[config.mk]
export PLATFORM = sky130hd
export DESIGN_NAME = lsu_ctrl
export DESIGN_NICKNAME = d
export VERILOG_FILES = /design/src/rtl/lsu_pkg.sv /design/src/rtl/lsu_load_align.sv /design/src/rtl/lsu_ctrl.sv
export SDC_FILE = /design/constraint.sdc
export NUM_CORES = 1
export LEC_CHECK = 0
export CAP_MARGIN = 10
export CORE_ASPECT_RATIO = 0.7
export CORE_MARGIN = 1
export CORE_UTILIZATION = 40
export CTS_CLUSTER_DIAMETER = 120
export DETAILED_ROUTE_END_ITERATION = 10
export DONT_BUFFER_PORTS = 1
export PLACE_DENSITY = 0.56
export SYNTH_ARGS = -nofsm -noshare
export SYNTH_HDL_FRONTEND = slang
export SYNTH_SLANG_ARGS = --single-unit
[constraint.sdc]
create_clock -name clk -period 2.1 [get_ports clk]
set_input_delay 0.21 -clock clk [delete_from_list [all_inputs] [get_ports clk]]
set_output_delay 0.21 -clock clk [all_outputs]
set_load 0.005 [all_outputs]
[src/rtl/lsu_pkg.sv]
// Shared definitions for the load-store unit: access size codes, FSM states
// and the size-to-byte-count helper used for alignment and lane masks.
package lsu_pkg;

  typedef enum logic [2:0] {
    DATA_SIZE_BYTE   = 3'd0,
    DATA_SIZE_HALF   = 3'd1,
    DATA_SIZE_WORD   = 3'd2,
    DATA_SIZE_DOUBLE = 3'd3,
    DATA_SIZE_U_BYTE = 3'd4,
    DATA_SIZE_U_HALF = 3'd5,
    DATA_SIZE_U_WORD = 3'd6
  } data_size_e;

  typedef enum logic [1:0] {
    ST_IDLE = 2'd0,
    ST_BUSY = 2'd1,
    ST_DONE = 2'd2
  } lsu_state_e;

  localparam int SIZE_W = 3;

  // Zero means the size code is not usable on this bus width.
  function automatic logic [3:0] size_bytes(input logic [SIZE_W-1:0] size, input int data_width);
    case (size)
      DATA_SIZE_BYTE, DATA_SIZE_U_BYTE: return 4'd1;
      DATA_SIZE_HALF, DATA_SIZE_U_HALF: return 4'd2;
      DATA_SIZE_WORD:                   return 4'd4;
      DATA_SIZE_U_WORD:                 return (data_width == 64) ? 4'd4 : 4'd0;
      DATA_SIZE_DOUBLE:                 return (data_width == 64) ? 4'd8 : 4'd0;
      default:                          return 4'd0;
    endcase
  endfunction

endpackage

[src/rtl/lsu_load_align.sv]
// Extracts the addressed lane from a full bus word and sign- or zero-extends
// it to the bus width according to the access size code.
module lsu_load_align
  import lsu_pkg::*;
#(
  parameter int DATA_WIDTH = 32
) (
  input  logic [DATA_WIDTH-1:0]           bus_word,
  input  logic [$clog2(DATA_WIDTH/8)-1:0] offset,
  input  logic [SIZE_W-1:0]               size,
  output logic [DATA_WIDTH-1:0]           load_value
);

  logic [DATA_WIDTH-1:0] shifted;

  always_comb begin
    shifted    = bus_word >> {offset, 3'b000};
    load_value = shifted;
    case (size)
      DATA_SIZE_BYTE:   load_value = DATA_WIDTH'($signed(shifted[7:0]));
      DATA_SIZE_U_BYTE: load_value = DATA_WIDTH'(shifted[7:0]);
      DATA_SIZE_HALF:   load_value = DATA_WIDTH'($signed(shifted[15:0]));
      DATA_SIZE_U_HALF: load_value = DATA_WIDTH'(shifted[15:0]);
      DATA_SIZE_WORD:   load_value = DATA_WIDTH'($signed(shifted[31:0]));
      DATA_SIZE_U_WORD: load_value = DATA_WIDTH'(shifted[31:0]);
      default:          load_value = shifted;
    endcase
  end

endmodule

[src/rtl/lsu_ctrl.sv]
// Registered load-store unit: stalls the core for each access, drives the
// memory bus from registers while BUSY, traps misalignment and bus timeouts.
module lsu_ctrl
  import lsu_pkg::*;
#(
  parameter int DATA_WIDTH     = 32,
  parameter int ADDR_WIDTH     = 32,
  parameter int TIMEOUT_CYCLES = 255
) (
  input  logic                    clk,
  input  logic                    reset_n,
  input  logic [ADDR_WIDTH-1:0]   core_address,
  input  logic [DATA_WIDTH-1:0]   core_write_data,
  input  logic                    core_require,
  input  logic                    core_write_enable,
  input  logic [SIZE_W-1:0]       core_size,
  output logic                    core_stall_signal,
  output logic [DATA_WIDTH-1:0]   core_read_data,
  output logic                    core_misaligned,
  output logic                    core_bus_error,
  output logic                    memory_require,
  output logic                    memory_write_enable,
  output logic [DATA_WIDTH/8-1:0] memory_byte_enable_map,
  output logic [ADDR_WIDTH-1:0]   memory_address,
  output logic [DATA_WIDTH-1:0]   memory_write_data,
  input  logic [DATA_WIDTH-1:0]   memory_read_data,
  input  logic                    memory_end_signal
);

  localparam int BYTES = DATA_WIDTH / 8;
  localparam int OFF_W = $clog2(BYTES);
  localparam int CNT_W = $clog2(TIMEOUT_CYCLES + 1);

  lsu_state_e        state, state_next;
  logic [CNT_W-1:0]  wait_cnt;
  logic [SIZE_W-1:0] size_q;
  logic [OFF_W-1:0]  offset_q;
  logic [3:0]        access_bytes;
  logic [OFF_W-1:0]  offset, align_mask;
  logic              aligned, accept, timed_out;
  logic [8:0]        lane_ones;
  logic [BYTES-1:0]  byte_enable;
  logic [DATA_WIDTH-1:0] write_rep, load_value;

  always_comb begin
    access_bytes = size_bytes(core_size, DATA_WIDTH);
    offset       = core_address[OFF_W-1:0];
    align_mask   = OFF_W'(access_bytes - 4'd1);
    aligned      = (access_bytes != 4'd0) && ((offset & align_mask) == '0);
    lane_ones    = (9'd1 << access_bytes) - 9'd1;
    byte_enable  = BYTES'(lane_ones) << offset;
    case (access_bytes)
      4'd1:    write_rep = {BYTES{core_write_data[7:0]}};
      4'd2:    write_rep = {(BYTES/2){core_write_data[15:0]}};
      4'd4:    write_rep = {(BYTES/4){core_write_data[31:0]}};
      default: write_rep = core_write_data;
    endcase
  end

  assign accept    = (state == ST_IDLE) && core_require && aligned;
  assign timed_out = (wait_cnt == CNT_W'(TIMEOUT_CYCLES));

  // Gated by reset_n so the core sees all-zero outputs while reset is held.
  assign core_stall_signal = reset_n && (accept || (state == ST_BUSY));
  assign core_misaligned   = reset_n && (state == ST_IDLE) && core_require && !aligned;
  assign memory_require    = (state == ST_BUSY);

  always_ff @(posedge clk or negedge reset_n) begin
    if (!reset_n) state <= ST_IDLE;
    else          state <= state_next;
  end

  always_comb begin
    state_next = state;
    case (state)
      ST_IDLE: if (accept) state_next = ST_BUSY;
      ST_BUSY: if (memory_end_signal || timed_out) state_next = ST_DONE;
      ST_DONE: state_next = ST_IDLE;
      default: state_next = ST_IDLE;
    endcase
  end

  lsu_load_align #(.DATA_WIDTH(DATA_WIDTH)) u_load_align (
    .bus_word   (memory_read_data),
    .offset     (offset_q),
    .size       (size_q),
    .load_value (load_value)
  );

  // End takes priority over timeout when both land in the same BUSY cycle.
  always_ff @(posedge clk or negedge reset_n) begin
    if (!reset_n) begin
      wait_cnt               <= '0;
      size_q                 <= '0;
      offset_q               <= '0;
      core_read_data         <= '0;
      core_bus_error         <= 1'b0;
      memory_write_enable    <= 1'b0;
      memory_byte_enable_map <= '0;
      memory_address         <= '0;
      memory_write_data      <= '0;
    end else begin
      case (state)
        ST_IDLE: begin
          if (accept) begin
            wait_cnt               <= '0;
            size_q                 <= core_size;
            offset_q               <= offset;
            memory_write_enable    <= core_write_enable;
            memory_byte_enable_map <= byte_enable;
            memory_address         <= {core_address[ADDR_WIDTH-1:OFF_W], {OFF_W{1'b0}}};
            memory_write_data      <= write_rep;
          end
        end
        ST_BUSY: begin
          if (memory_end_signal) begin
            if (!memory_write_enable) core_read_data <= load_value;
          end else if (timed_out) begin
            core_bus_error <= 1'b1;
            core_read_data <= '0;
          end else begin
            wait_cnt <= wait_cnt + CNT_W'(1);
          end
        end
        ST_DONE: begin
          core_bus_error <= 1'b0;
          wait_cnt       <= '0;
        end
        default: wait_cnt <= '0;
      endcase
    end
  end

endmodule

==> results.cfg <==
; flow metrics
[run_status]
status = finished with violations
violations = negative hold slack

[pwr]
power.switching_uw = 3310
power.density_mw_per_mm2 = 1350
fin_total_pwr_uw = 9620
comb_power_share_pct = 29.1
internal_power_uw = 6310
swShare_pct = 34.4
clkPwrFrac_pct = 28.4
vdd_drop_max_mv = 0.664
p_leak_uw = 0.00312
power_frac_seq_pct = 42.5

[sta]
final.setup.worst_slack_ns = 0.0476
finalSetupViolations = 0
relSlewSlack_pct = 62.9
slew_viol_final = 0
tns_ns = 0
rsz0062_at_grt = true
report.final.hold_viol_count = 115
worstMarginPinSlew_ns = 0.555
post-route-min-period_ns = 2.05
fmax_mhz = 487
fin_crit_sh_pct = 97.7
clock_skew_ns = 0.0120
whs_ns = -0.508

[synth]
ys_area_mm2 = 0.00570
synthCells = 525
yosysCellCount = 525
synthTopCellsByArea = dfrtp_1 (50%), mux2_2 (11%), a21oi_1 (3.5%)
yosys_warnings = 0
synthFlopType = dfrtp_1
postSynthSeqShare_pct = 50.5
edf_count = 0
netlist.area_leader.share_pct = 50.5
yosysUniqueCellTypes = 54
numSynthFlops = 115
syn_area_mm2 = 0.00570
top_area_cell = dfrtp_1
avgSynthCellArea_um2 = 10.9
async_reset_ff_share_pct = 100

[clock_network]
cts_buffer_depth = 2
cts_max_level = 4
tritoncts = built
numCtsBuffers = 17
clkLatencyLatePin_ns = 0.41
root_buffer = clkbuf_16
cts_hold_buffers = 53
clkSinkCount = 115
clkSlewWorstSetupHoldPaths_ns = 0.06

[layout]
final_cells = 790
final_area_mm2 = 0.00713
fillers = 1215
syn_to_final_growth_pct = 25.1
antenna_cells = 0
fin_nets = 701
fin_util_pct = 51.3
drive_above_1_share_pct = 21.2

[worst_hold_path]
hold_class = primary input to asynchronous set/reset pin

[drt]
viasPerCell = 5.70
drtIter0Drc = 351
drc = 0
vias = 4503
avgRoutedWirePerCell_um = 20.5
drtPass1Iterations = 8
wl_mm = 16.2
antenna_left = 0

[worst_setup_path]
rr_startpoint = state[1]
crit_path_end_kind = output port
critPathKind = flip-flop to output port
r2r_slack_ns = 0.09
path_delay_family = flip-flops
required_ns = 1.89
crit_chain = inv_1, buf_4, ha_2, and2_4, o2111a_4, buf_12, o21a_1
cp.buffers_inverters = 3
cpMaxStageDelayCell = dfrtp_1
cp_data_arrival_time_ns = 1.84
worstPathMaxFanout = 11
r2r_cells = 8
crit_path_start_kind = flip-flop
crit_path_max_incr_delay_ns = 0.39
r2r-end = memory_address[24]

[floorplanning]
ios = 209
fp_util_pct = 41.0
num_rows = 36
chipArea_mm2 = 0.0147
coreArea_mm2 = 0.0139

[global_route]
grt_usage_pct = 22.5
grt_pass1_vias = 4437
grt_max_degree = 118
antenna_found_initial = 0
grt_overflow_total = 0
grt_pass1_wl_mm = 24.6

[placed_design]
place_area_mm2 = 0.00598
dp_cells = 704
preCtsSetupSlack_ns = 0.0749
gp_congestion = 0.843
dp_hpwl_mm = 11.0

[run]
tool_warnings = 36
drv_cap = 0
[timing repair]
action,in CTS,in global routing
endpoints found under the setup margin,1,24
endpoints found under the hold margin,176,115
buffers inserted,1,0
cloned,0,1
gates resized,4,4
[how the worst max path moves through the flow]
stage,start,end,slack [ns],depth (start not counted)
after detailed placement,state[1],core_read_data[24],0.07,5
after global routing,state[1],core_stall_signal,-0.05,7
after global placement,state[1],core_read_data[17],0.11,5
after CTS,state[1],core_stall_signal,0.02,7
final,state[1],core_stall_signal,0.05,7
after floorplan,core_size[1],memory_byte_enable_map[1],0.003,13
[worst reg2reg max path: cells and delay by family, from the launching register on]
family	cells	cell delay, ns
multiplexers	1	0.38
flip-flops	1	0.39
buffers and inverters	4	0.56
AND-OR/OR-AND	1	0.24
adder cells (fa/ha/maj)	1	0.18
AND/OR/NAND/NOR	1	0.15
[state kept, by name, summed over array words and instances, names as in the netlist]
| register | flops |
|---|---|
| core_bus_error | 1 |
| core_read_data | 32 |
| memory_address | 30 |
| memory_byte_enable_map | 4 |
| memory_write_data | 32 |
| memory_write_enable | 1 |
| offset_q | 2 |
| size_q | 3 |
| state | 2 |
| wait_cnt | 8 |
[Yosys cell counts (4+ instances only)]
master and count:
o21ai_0 28, nor2_1 38, nand3_1 4, buf_2 17, and3_1 4, dfrtp_1 115, ha_1 9, mux2i_1 19
nor2b_1 4, a222oi_1 8, a21oi_1 40, buf_1 6, nand3b_1 9, nand2_1 44, inv_1 17, a221o_1 16
mux2_2 54, a22oi_1 13, nand4b_1 8, nor3b_1 6, clkbuf_1 12
[cells by family after synthesis]
| kind of cell | share of synthesized area [%] |
|---|---|
| buffers and inverters | 4.52 |
| and+or+nand+nor | 12.0 |
| muxes | 14.4 |
| DFF | 50.5 |
| other | 0.0658 |
| adders and majority gates | 1.97 |
| AOI/OAI and AO/OA | 16.6 |
[power groups by stage]
stage          Sequential [uW]  Combinational (uW)  Clock (uW)
2_1_floorplan             3780                2100           0
3_3_place_gp              4110                2560           0
3_5_place_dp              4080                2650           0
4_1_cts                   4090                2760        2780
5_1_grt                   4210                3110        2900
6_report                  4090                2800        2730
[final cells by class]
class                           count  area [um2]  area share [%]
Inverter                           18        67.6           0.947
Clock buffer                       20         457            6.40
Multi-Input combinational cell    354        2590            36.3
Tap cell                          190         238            3.33
Clock inverter                     11         105            1.47
Sequential cell                   115        2880            40.3
Timing Repair Buffer               82         798            11.2
[layout by cell type (no fill, tap or decap), types with 3 or more instances in the layout]
cell type and n:
a211o_1 3, a211oi_1 3, a21oi_1 40, a221o_1 16, a222oi_1 8, a22oi_1 13
a31oi_1 3, and3_1 4, buf_4 24, clkbuf_16 18, clkinvlp_4 4, dfrtp_1 115
dlygate4sd3_1 53, ha_1 7, inv_1 17, mux2_2 54, mux2i_1 19, nand2_1 44
nand2b_1 3, nand3_1 4, nand3b_1 9, nand4b_1 8, nor2_1 38, nor2b_1 4
nor3b_1 6, o2111ai_1 3, o21ai_0 28, o32ai_1 3
[routing by layer]
layer	wire length, um	global-route usage (%)
met1	7360	31.2
met5	0	0
met3	1390	8.39
met2	7270	32.1
met4	168	7.21
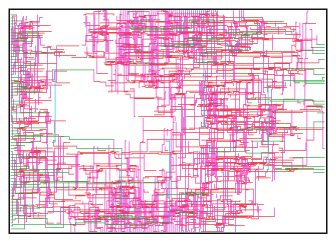
wires.png
Cyan shows metal 4, wire length 168 um. Red shows metal 1, wire length 7360 um. Green shows metal 3, wire length 1390 um. Magenta shows metal 2, wire length 7270 um.

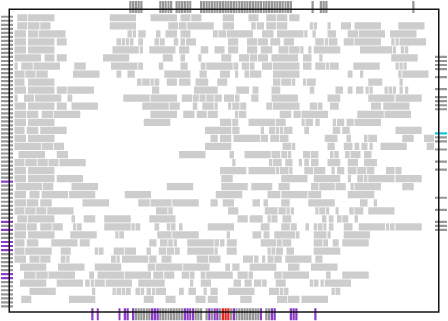
io_placement.png
Pins as bars across the die edge, other pins in gray.
Purple shows `memory_write_data`, pins 32, direction output, edge 24 south, 8 west. Cyan shows `memory_end_signal`, pins 1, direction input, edge east. Red shows `core_size`, pins 3, direction input, edge south.
All pins by edge: 73 west, 60 south, 55 north, 21 east.
Port Buffers: 0
die span in x: 145 um
DIE HEIGHT: 102 um

